### Gate-type map

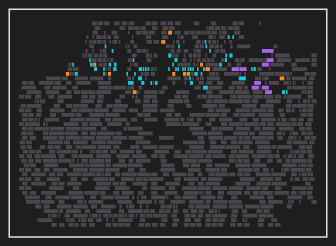
### Zoomed window

Bar = 10 um. Region (34, 21) to (59, 46) um. Cells in gray, sequential cells in the stronger gray; small squares are vias.
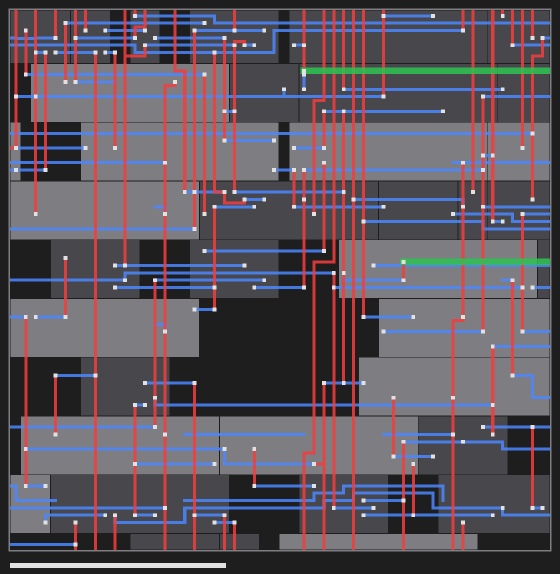
===== config.mk =====
export PLATFORM = sky130hd
export DESIGN_NAME = writeback_arbiter
export DESIGN_NICKNAME = d
export VERILOG_FILES = /design/src/rtl/writeback_arbiter.sv
export SDC_FILE = /design/constraint.sdc
export NUM_CORES = 1
export LEC_CHECK = 0
export ABC_AREA = 0
export CAP_MARGIN = 0
export CORE_ASPECT_RATIO = 0.7
export CORE_MARGIN = 5
export CORE_UTILIZATION = 48
export DETAILED_ROUTE_END_ITERATION = 6
export PLACE_DENSITY = 0.77
export SYNTH_ARGS = -nofsm -noshare
export SYNTH_HDL_FRONTEND = slang
export SYNTH_SLANG_ARGS = --single-unit

===== constraint.sdc =====
create_clock -name i_clk -period 6.35 [get_ports i_clk]
set_clock_uncertainty 0.2 [all_clocks]
set_input_delay 1.27 -clock i_clk [delete_from_list [all_inputs] [get_ports i_clk]]
set_output_delay 1.27 -clock i_clk [all_outputs]
set_load 0.05 [all_outputs]

===== src/rtl/writeback_arbiter.sv =====
// writeback_arbiter: single register-file write port fed by the ALU (priority) and a shared in-order load/muldiv FIFO.
// Define WB_PERF_EN to add o_blocked_cycles, counting cycles the ALU holds off a non-empty FIFO.
module writeback_arbiter #(
  parameter int FIFO_DEPTH = 4,
  parameter int XLEN       = 32
) (
  input  logic            i_clk,
  input  logic            i_reset,
  input  logic            i_alu_valid,
  input  logic [4:0]      i_alu_rd,
  input  logic [XLEN-1:0] i_alu_data,
  input  logic            i_ld_valid,
  output logic            o_ld_ready,
  input  logic [4:0]      i_ld_rd,
  input  logic [XLEN-1:0] i_ld_data,
  input  logic            i_md_valid,
  output logic            o_md_ready,
  input  logic [4:0]      i_md_rd,
  input  logic [XLEN-1:0] i_md_data,
  output logic [4:0]      o_rd,
  output logic [XLEN-1:0] o_rd_data,
  output logic [31:0]     o_pending,
  output logic            o_fifo_full
`ifdef WB_PERF_EN
  ,
  output logic [31:0]     o_blocked_cycles
`endif
);
  localparam int PW = $clog2(FIFO_DEPTH);
  localparam int CW = PW + 1;
  logic [PW-1:0]   wr_ptr_q, wr_ptr_d, rd_ptr_q, rd_ptr_d;
  logic [CW-1:0]   cnt_q, cnt_d;
  logic [4:0]      rd_mem_q [FIFO_DEPTH];
  logic [4:0]      rd_mem_d [FIFO_DEPTH];
  logic [XLEN-1:0] data_mem_q [FIFO_DEPTH];
  logic [XLEN-1:0] data_mem_d [FIFO_DEPTH];
  logic            rr_q, rr_d;
  logic [4:0]      out_rd_q, out_rd_d;
  logic [XLEN-1:0] out_data_q, out_data_d;
  logic            full, empty, ld_fire, md_fire, push, pop;
  logic [4:0]      push_rd;
  logic [XLEN-1:0] push_data;
  // rr_q=0 favours load when both sources offer in the same cycle
  assign full       = cnt_q == CW'(FIFO_DEPTH);
  assign empty      = cnt_q == '0;
  assign o_ld_ready = !full && (!i_md_valid || !rr_q);
  assign o_md_ready = !full && (!i_ld_valid || rr_q);
  assign ld_fire    = i_ld_valid && o_ld_ready;
  assign md_fire    = i_md_valid && o_md_ready;
  assign push_rd    = ld_fire ? i_ld_rd : i_md_rd;
  assign push_data  = ld_fire ? i_ld_data : i_md_data;
  assign push       = (ld_fire || md_fire) && push_rd != 5'd0;
  assign pop        = !empty && !i_alu_valid;
  assign o_rd        = out_rd_q;
  assign o_rd_data   = out_data_q;
  assign o_fifo_full = full;
  always_comb begin
    rd_mem_d   = rd_mem_q;
    data_mem_d = data_mem_q;
    if (push) begin
      rd_mem_d[wr_ptr_q]   = push_rd;
      data_mem_d[wr_ptr_q] = push_data;
    end
    wr_ptr_d   = push ? wr_ptr_q + PW'(1) : wr_ptr_q;
    rd_ptr_d   = pop ? rd_ptr_q + PW'(1) : rd_ptr_q;
    cnt_d      = cnt_q + CW'(push) - CW'(pop);
    rr_d       = (i_ld_valid && i_md_valid && (ld_fire || md_fire)) ? !rr_q : rr_q;
    out_rd_d   = i_alu_valid ? i_alu_rd : pop ? rd_mem_q[rd_ptr_q] : 5'd0;
    out_data_d = i_alu_valid ? i_alu_data : pop ? data_mem_q[rd_ptr_q] : out_data_q;
  end
  always_comb begin
    o_pending = '0;
    for (int i = 0; i < FIFO_DEPTH; i++)
      if (CW'(i) < cnt_q) o_pending[rd_mem_q[rd_ptr_q + PW'(i)]] = 1'b1;
    o_pending[0] = 1'b0;
  end
  always_ff @(posedge i_clk or posedge i_reset) begin
    if (i_reset) begin
      wr_ptr_q   <= '0;
      rd_ptr_q   <= '0;
      cnt_q      <= '0;
      rr_q       <= 1'b0;
      out_rd_q   <= '0;
      out_data_q <= '0;
      for (int i = 0; i < FIFO_DEPTH; i++) begin
        rd_mem_q[i]   <= '0;
        data_mem_q[i] <= '0;
      end
    end else begin
      wr_ptr_q   <= wr_ptr_d;
      rd_ptr_q   <= rd_ptr_d;
      cnt_q      <= cnt_d;
      rr_q       <= rr_d;
      out_rd_q   <= out_rd_d;
      out_data_q <= out_data_d;
      rd_mem_q   <= rd_mem_d;
      data_mem_q <= data_mem_d;
    end
  end
`ifdef WB_PERF_EN
  logic [31:0] blocked_q, blocked_d;
  assign blocked_d        = blocked_q + 32'(!empty && i_alu_valid);
  assign o_blocked_cycles = blocked_q;
  always_ff @(posedge i_clk or posedge i_reset) begin
    if (i_reset) blocked_q <= '0;
    else blocked_q <= blocked_d;
  end
`endif
endmodule


==> flow_metrics.py <==
# Generated from Yosys and OpenROAD reports
metrics = {
    "run_status": {
        "status": "finished clean",
    },
    "logic_synthesis": {
        "synthSimpleGateAreaFrac_pct": 8.24,
        "flop_cell": "dfrtp_1",
        "yosys_cells": 835,
        "edf_count": 0,
        "synth_nets": 960,
        "yosys-top-cells-count": "dfrtp_1, mux2_2, nand2_1, mux4_2, mux2i_1",
        "ys_sh_mux_pct": 35.1,
        "logic_family": "multiplexers",
        "synth_top_cell_by_count": "dfrtp_1",
        "top_cells_by_area": "dfrtp_1, mux2_2, mux4_2",
        "top_area_share_pct": 45.5,
        "synth-adder-area-share_pct": 1.13,
        "xor_share_pct": 0.412,
        "largest_area_cell": "dfrtp_1",
    },
    "run": {
        "tool_warnings": 32,
    },
    "worst_setup_path": {
        "critPathSlowestCell": "dfrtp_2",
        "r2r_end": "cnt_q[2]",
        "cpMostUsedCell": "mux2i_1",
        "critical-path-top-delay-family": "flip-flops",
        "crit_arrival_ps": 3950,
        "rr_startpoint": "cnt_q[0]",
        "critical-path-max-stage-delay_ps": 960,
        "r2r_cells": 10,
        "cp_max_fo": 35,
        "cp.depth": 6,
    },
    "final_layout": {
        "clock_buffers": 19,
        "regArea_sq_um": 4830,
        "seq_cells": 193,
        "n_all_buffers": 194,
        "layout-drive-gt1-share_pct": 28.4,
        "dominant_cells": "logic gates",
        "top_register": "data_mem_q",
        "comb_cells": 580,
        "fin_area_sq_um": 13300,
        "areaGrowthSynthToFinish_pct": 24.7,
        "antennaDiodeCount": 0,
        "buf_share_pct": 14.6,
        "mi_logic_area_sq_um": 5480,
        "fin_util_pct": 61.0,
    },
    "hold_path": {
        "hold_path.class": "flip-flop to flip-flop",
        "min_delay_worst_endpoint": "o_rd_data[6]",
    },
    "route": {
        "dr.pass1.iters": 7,
        "wl_met3_mm": 2.24,
        "via_per_inst": 6.05,
        "num_vias": 7818,
        "drt-met1-wl_mm": 13.5,
        "ant_nets": 0,
        "met2_length_mm": 12.1,
    },
    "global_route": {
        "grt_pass1_wl_mm": 45.4,
        "grt_use_met3_pct": 5.58,
        "use_met1_pct": 34.0,
        "first_global_vias": 8082,
        "grt_max_degree": 126,
        "grt_busiest_layer": "met1",
    },
    "die": {
        "dieHeight_um": 134,
        "coreArea_sq_um": 21700,
    },
    "cts": {
        "htree_levels": 4,
        "path_clk_slew_ps": 80,
        "hold_buffers": 0,
        "cts.sinks": 193,
        "cts_resized": 0,
        "clockRootBuffer": "clkbuf_16",
        "cts_made_buffers": 17,
    },
    "place": {
        "place_ws_ps": 1410,
        "postPlaceCellArea_sq_um": 12600,
        "gp_congestion": 1.01,
    },
    "final_timing": {
        "whs_ps": 281,
        "setup_ws_ps": 933,
        "report.final.slew_viol_count": 0,
    },
}
Back to the opening pictures, 'Gate-type map':
legend:
  cyan:
    family: NOR gates
    cells: 57
    where: top center
  purple:
    family: adder and majority cells
    cells: 9
    where: upper right
  orange:
    family: AND and OR gates
    cells: 12
    where: top center

Back to the opening pictures, 'Zoomed window':
legend:
  blue:
    layer: met1
  red:
    layer: met2
  green:
    layer: met3
cells with their middle in the window: 29
sequential cells in the window: 10
most frequent: dfrtp_1 (10), mux2_2 (8), mux4_2 (3)
netlist names of flops here include: data_mem_q (8), o_rd_data (2)

